Fig. 1: run 1, register map, names as in the netlist
Other sequential cells in the stronger grey, the rest of the logic in the fainter grey.
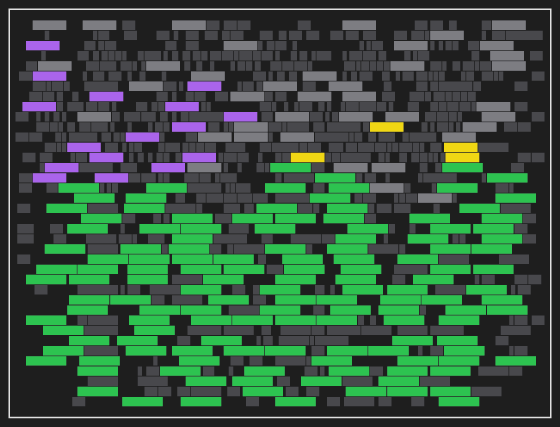
Fig. 2: run 1, the metal 1 layer
Supply wires on this layer in grey.
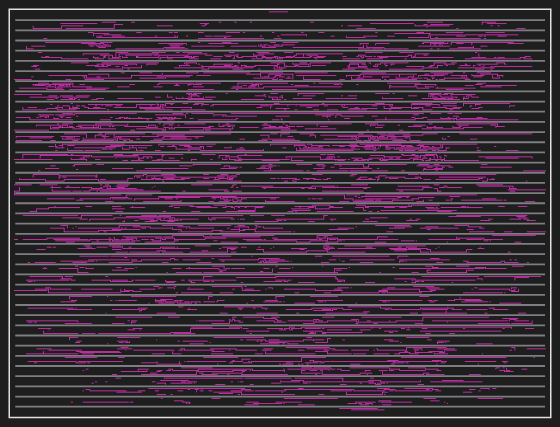
Fig. 3: run 1, gate families picked out
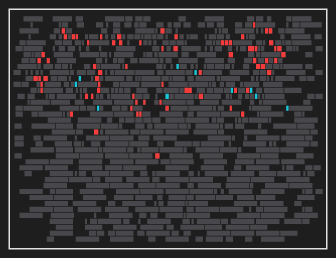
## src/rtl/bus_pkg.sv

```systemverilog
// rtl/bus_pkg.sv - shared constants, types and helpers for bus endpoints
package bus_pkg;

  localparam int ID_W      = 8;
  localparam int STAT_W    = 16;
  localparam int MAX_PKT_W = 64;
  localparam logic [ID_W-1:0] BCAST_ID = 8'hFF;

  typedef struct packed {
    logic [STAT_W-1:0] rx_cnt;
    logic [STAT_W-1:0] drop_cnt;
    logic [STAT_W-1:0] misroute_cnt;
    logic              overflow;
  } rx_stats_t;

  // Packets narrower than MAX_PKT_W are passed zero-extended with their real width.
  function automatic logic [ID_W-1:0] pkt_dest(input logic [MAX_PKT_W-1:0] pkt,
                                               input int unsigned pkt_w);
    logic [MAX_PKT_W-1:0] shifted;
    shifted = pkt >> (pkt_w - ID_W);
    return shifted[ID_W-1:0];
  endfunction

  function automatic logic [STAT_W-1:0] sat_inc(input logic [STAT_W-1:0] v);
    return (&v) ? v : v + STAT_W'(1);
  endfunction

endpackage

```

## src/rtl/rx_fifo_mem.sv

```systemverilog
// rtl/rx_fifo_mem.sv - FWFT storage with wrapping pointers and separate occupancy count
module rx_fifo_mem #(
  parameter int W     = 17,
  parameter int DEPTH = 8
) (
  input  logic                     clk,
  input  logic                     reset,
  input  logic                     wr_en,
  input  logic                     rd_en,
  input  logic [W-1:0]             wr_data,
  output logic [W-1:0]             rd_data,
  output logic                     full,
  output logic                     empty,
  output logic [$clog2(DEPTH):0]   count
);

  localparam int AW = $clog2(DEPTH);
  localparam int CW = AW + 1;

  logic [W-1:0]  mem [DEPTH];
  logic [AW-1:0] wr_ptr;
  logic [AW-1:0] rd_ptr;

  assign full    = (count == CW'(DEPTH));
  assign empty   = (count == '0);
  assign rd_data = mem[rd_ptr];

  always_ff @(posedge clk) begin
    if (wr_en) mem[wr_ptr] <= wr_data;
  end

  // Pointers wrap naturally because DEPTH is a power of two.
  always_ff @(posedge clk or negedge reset) begin
    if (!reset) begin
      wr_ptr <= '0;
      rd_ptr <= '0;
      count  <= '0;
    end else begin
      if (wr_en) wr_ptr <= wr_ptr + AW'(1);
      if (rd_en) rd_ptr <= rd_ptr + AW'(1);
      case ({wr_en, rd_en})
        2'b10:   count <= count + CW'(1);
        2'b01:   count <= count - CW'(1);
        default: count <= count;
      endcase
    end
  end

endmodule

```

## src/rtl/bus_rx_port.sv

```systemverilog
// rtl/bus_rx_port.sv - receive endpoint: destination filter, rx FIFO and statistics
module bus_rx_port
  import bus_pkg::*;
#(
  parameter int              width = 16,
  parameter int              DEPTH = 8,
  parameter logic [ID_W-1:0] ID    = 8'h00
) (
  input  logic                   clk,
  input  logic                   reset,
  input  logic                   push,
  input  logic [width-1:0]       D_push,
  input  logic                   out_ready,
  input  logic                   clr_stats,
  output logic                   out_valid,
  output logic [width-1:0]       out_data,
  output logic                   out_bcast,
  output logic [$clog2(DEPTH):0] count,
  output logic [STAT_W-1:0]      rx_cnt,
  output logic [STAT_W-1:0]      drop_cnt,
  output logic [STAT_W-1:0]      misroute_cnt,
  output logic                   overflow
);

  logic [MAX_PKT_W-1:0] pkt_ext;
  logic [ID_W-1:0]      dest;
  logic                 is_bcast;
  logic                 eligible;
  logic                 misroute;
  logic                 pop;
  logic                 wr_en;
  logic                 drop;
  logic                 full;
  logic                 empty;
  logic [width:0]       head;
  rx_stats_t            stats;

  always_comb begin
    pkt_ext              = '0;
    pkt_ext[width-1:0]   = D_push;
  end

  assign dest     = pkt_dest(pkt_ext, width);
  assign is_bcast = (dest == BCAST_ID);
  assign eligible = push && ((dest == ID) || is_bcast);
  assign misroute = push && !eligible;
  assign pop      = !empty && out_ready;
  // A pop in the same cycle frees a slot, so a full FIFO still accepts.
  assign wr_en    = eligible && (!full || pop);
  assign drop     = eligible && full && !pop;

  rx_fifo_mem #(
    .W     (width + 1),
    .DEPTH (DEPTH)
  ) u_fifo (
    .clk     (clk),
    .reset   (reset),
    .wr_en   (wr_en),
    .rd_en   (pop),
    .wr_data ({is_bcast, D_push}),
    .rd_data (head),
    .full    (full),
    .empty   (empty),
    .count   (count)
  );

  // Stale storage is masked so outputs read zero whenever nothing is queued.
  assign out_valid = !empty;
  assign out_data  = empty ? '0 : head[width-1:0];
  assign out_bcast = !empty && head[width];

  always_ff @(posedge clk or negedge reset) begin
    if (!reset) begin
      stats <= '0;
    end else if (clr_stats) begin
      stats <= '0;
    end else begin
      if (wr_en)    stats.rx_cnt       <= sat_inc(stats.rx_cnt);
      if (drop)     stats.drop_cnt     <= sat_inc(stats.drop_cnt);
      if (misroute) stats.misroute_cnt <= sat_inc(stats.misroute_cnt);
      if (drop)     stats.overflow     <= 1'b1;
    end
  end

  assign rx_cnt       = stats.rx_cnt;
  assign drop_cnt     = stats.drop_cnt;
  assign misroute_cnt = stats.misroute_cnt;
  assign overflow     = stats.overflow;

endmodule

```

## config.mk

```make
export PLATFORM = sky130hd
export DESIGN_NAME = bus_rx_port
export DESIGN_NICKNAME = d
export VERILOG_FILES = /design/src/rtl/bus_pkg.sv /design/src/rtl/rx_fifo_mem.sv /design/src/rtl/bus_rx_port.sv
export SDC_FILE = /design/constraint.sdc
export NUM_CORES = 1
export LEC_CHECK = 0
export CORE_ASPECT_RATIO = 0.75
export CORE_UTILIZATION = 56
export CTS_CLUSTER_SIZE = 20
export DETAILED_ROUTE_END_ITERATION = 7
export GPL_TIMING_DRIVEN = 0
export PLACE_DENSITY_LB_ADDON = 0.15
export SLEW_MARGIN = 30
export SYNTH_ARGS = -nofsm -noshare
export SYNTH_HDL_FRONTEND = slang
export SYNTH_SLANG_ARGS = --single-unit
```

## constraint.sdc

```tcl
create_clock -name clk -period 4.1 [get_ports clk]
set_clock_uncertainty 0.1 [all_clocks]
set_input_delay 0.82 -clock clk [delete_from_list [all_inputs] [get_ports clk]]
set_output_delay 0.82 -clock clk [all_outputs]
set_load 0.02 [all_outputs]
```

==> writeup.txt, run 1 <==
The layout-stage area growth over the synthesis result was 22.76%; the clock-pin slew on the worst setup and hold paths was 0.07 ns. In this run the VDD rail shows a maximum IR drop of 0.3317 mV. The average instance in the mapped netlist occupies 14.71 µm².

The logs give 0.1239 ns for the hold slack and 829 µm for the met3 wire length. The tools report the number of nets in the layout as 736. For the met3 usage in global routing, the log shows 5.051%. Looking at the setup timing report, the critical path kind is in2reg.

The required arrival time at the worst endpoint was 4.32 ns. In the synthesized netlist, the cells that appear most often are sky130_fd_sc_hd__edfxtp_1, sky130_fd_sc_hd__nor2_1, sky130_fd_sc_hd__dfrtp_1. The final setup violation count came out at 0.

Per the final report, the share of cell area in clock cells is 5.493%. According to the floorplan report, the die width is 144.4 µm. In this run the standard cell core region covers 0.01464 mm².

TritonCTS built the clock tree. By area, flip-flops and latches come first. The timing report gives the biggest stage delay along the critical path as 0.59 ns. Synthesis handed over a netlist of 579 instances.

CTS added clock buffers totalling 17. Once detail routing completed, the nets flagged for antenna violations numbered 0. TritonRoute reported its final design rule violation total as 0.

The tools report the sequential fraction of the synthesis area as 65.29%. The chip occupies 0.01571 mm². The cell area after synthesis was 0.008517 mm²; the number of cell instances on the worst register-to-register path was 11. The run finished with clean final reports. In the final layout, non-clock buffers account for 11.25% of the cell area. In this run the clock root is driven by a sky130_fd_sc_hd__clkbuf_16.

Post-synthesis, Yosys gives the total cell area as 0.008517 mm². The critical path endpoint is u_fifo.count[3]. The cell with the most instances on the worst path was sky130_fd_sc_hd__a21oi_1.

After routing the design area is 0.01046 mm². The post-CTS setup buffer count was 0. Ranking logic cells in the layout by count gives the top entries sky130_fd_sc_hd__edfxtp_1, sky130_fd_sc_hd__clkdlybuf4s50_1, sky130_fd_sc_hd__nor2_1.

All stages included, the depth of the critical timing path comes to 14. Per the synth log, the flip-flop and latch total comes to 195. In the Yosys report the total cell count is 579. The number of enable-type register cells in the synthesized netlist was 136. The number of gates resized after CTS was 0. Top layer used by detailed routing: met4.
About Fig. 1:
colour	signal	placed flops
purple	rx_cnt	16
yellow	u_fifo.count	4
green	u_fifo.mem	136
not coloured	39
area of all sequential standard cells: 0.005560 mm²
power in sequential cells: 2.20 mW
post-layout utilization of the core: 71.39%
Seq/total area: 53.18%

About Fig. 2:
nets with wire on the layer	685
main direction	horizontal
share of all routed wire	46%
longest straight run	56.1 µm
wire length on this layer	8350 µm
Global Route met1 Usage: 36.31%
DR vias: 5399

About Fig. 3:
colour	family	cells
cyan	inv cells	10
red	nand cells	69
most numerous logic cell after layout: sky130_fd_sc_hd__edfxtp_1
proportion of cell area occupied by multi-input gates: 27.31%
Final Instance Count excl. Fillers: 920

==> run 1: kinds of logic after synthesis <==
| kind of cell | synth area share (%) |
|---|---|
| AND/OR/NAND/NOR | 13.12 |
| flip-flops | 65.29 |
| multiplexers | 11.49 |
| XOR/XNOR | 4.627 |
| buffers and inverters | 1.822 |
| AND-OR/OR-AND | 2.395 |
| adder cells (fa/ha/maj) | 1.263 |
==> run 1: power breakdown <==
group	internal, mW	total, mW	leakage (nW)	switching [mW]
clock	0.856	1.62	0.278	0.767
sequential	2.15	2.20	2.04	0.0566
combinational	0.817	1.74	1.39	0.924
==> inputs of run 2 (changes only) <==
- CAP_MARGIN: not set -> 5
Fig. 4: run 2, gate families picked out
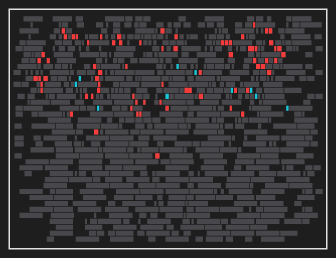
colour	family	cells
cyan	inv cells	10
red	nand cells	69

==> writeup.txt, run 2 <==
For this run, global-route usage on met3 was measured as 5.051%. With the sequential fraction of the synthesis area at 65.29%, the count of unresolved DRC violations after routing is 0. The required arrival time at the worst endpoint was 4.32 ns; the combinational cell power was 1.74 mW. The synthesis stat section lists a flop and latch total of 195.

Cell with the most instances on the worst path: sky130_fd_sc_hd__a21oi_1. Counting every instance in the synthesized netlist gives 579. Among all stages on the critical path, the maximum delay recorded is 0.59 ns. The part of the power in combinational logic came out at 31.3%. Buffers inserted during clock tree synthesis total 17. Leaving out fill and tap cells, the most frequent cell in the layout is sky130_fd_sc_hd__edfxtp_1.

The post-route cell area is 0.01046 mm², and the maximum vdd drop is 0.3317 mV. The number of standard cells reported by yosys was 579; the non-filler instance count after layout was 920. The flow ran to the end, and the final reports show no timing, DRC or antenna violations. The layout-stage area growth over the synthesis result is 22.76%, and the cell area after synthesis is 0.008517 mm². In the synthesized netlist, the cells that appear most often are sky130_fd_sc_hd__edfxtp_1, sky130_fd_sc_hd__nor2_1, sky130_fd_sc_hd__dfrtp_1. After the last flow step, the layout net total stands at 736.

In the final report, the number of endpoints failing setup comes to 0. TritonCTS built the clock tree. The switching portion of total power comes to 31.39%. Non-clock buffers make up 11.25% of the layout cell area. The overall die size recorded for this design is 0.01571 mm². Ranking logic cells in the layout by count gives the top entries sky130_fd_sc_hd__edfxtp_1, sky130_fd_sc_hd__clkdlybuf4s50_1, sky130_fd_sc_hd__nor2_1.

Switching power: 1.748 mW. Detailed routing inserted a total of 5399 vias. The cell class ranked first by area is flip-flops and latches. The tools report the clock root buffer as sky130_fd_sc_hd__clkbuf_16. The share of total power dissipated in the clock network is 29.1%.

The critical path is of the in2reg type. The power group with the largest share is sequential cells. Gates resized during post-CTS repair numbered 0. Once detail routing completed, the nets flagged for antenna violations numbered 0. The number of cells on the worst reg-to-reg path is 11. For this run, global-route usage on met1 was measured as 36.31%. The run gives 0.1239 ns for the hold slack. The flow reports power dissipated in the clock network as 1.62 mW. Measured on the final layout, the clock distribution area share stands at 5.493%. The clock-pin slew on the worst setup and hold paths works out to 0.07 ns. The post-CTS setup buffer count came out at 0.

The share of the core filled with cells came out at 71.39%. Per report_power, the sequential group accounts for 39.6% of the total. Multi-input logic gates represent a cell area share of 27.31%. The critical path endpoint is u_fifo.count[3].

The tools report the storage element area as 0.005560 mm². The flop share of the area came out at 53.18%. The number of enable-type register cells in the synthesized netlist was 136.
Fig. 5: run 2, power grid
Pins as bars on the die edge.
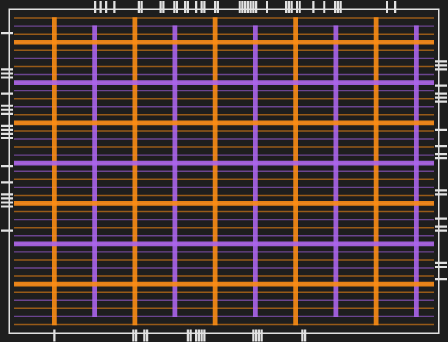
colour	net
purple	VDD
orange	VSS
met5 straps	7
met4 straps	10
rows	38
Die Ht: 108.8 µm
placeable core region: 0.01464 mm²
horizontal extent of the die: 144.4 µm

run 2: cell counts after synthesis:
Identical to the previous run, type by type.
run 2: kinds of logic (layout without fill, tap and decap cells):
| kind of cell | Yosys count | count (layout) | share of synthesized area, % |
|---|---|---|---|
| simple gates | 213 | 213 | 13.12 |
| mux | 55 | 55 | 11.49 |
| xor+xnor | 45 | 45 | 4.627 |
| fa+ha+maj | 8 | 8 | 1.263 |
| flops | 195 | 195 | 65.29 |
| buf+inv | 34 | 175 | 1.822 |
| compound gates | 29 | 29 | 2.395 |
run 2: worst max-delay path, delay by kind of cell:
family	cells	cell delay (ns)
buffers and inverters	4	1.16
AND-OR/OR-AND	5	1.14
AND/OR/NAND/NOR	4	0.79
adder cells (fa/ha/maj)	1	0.24
Power is estimated from default activity; no workload was simulated.
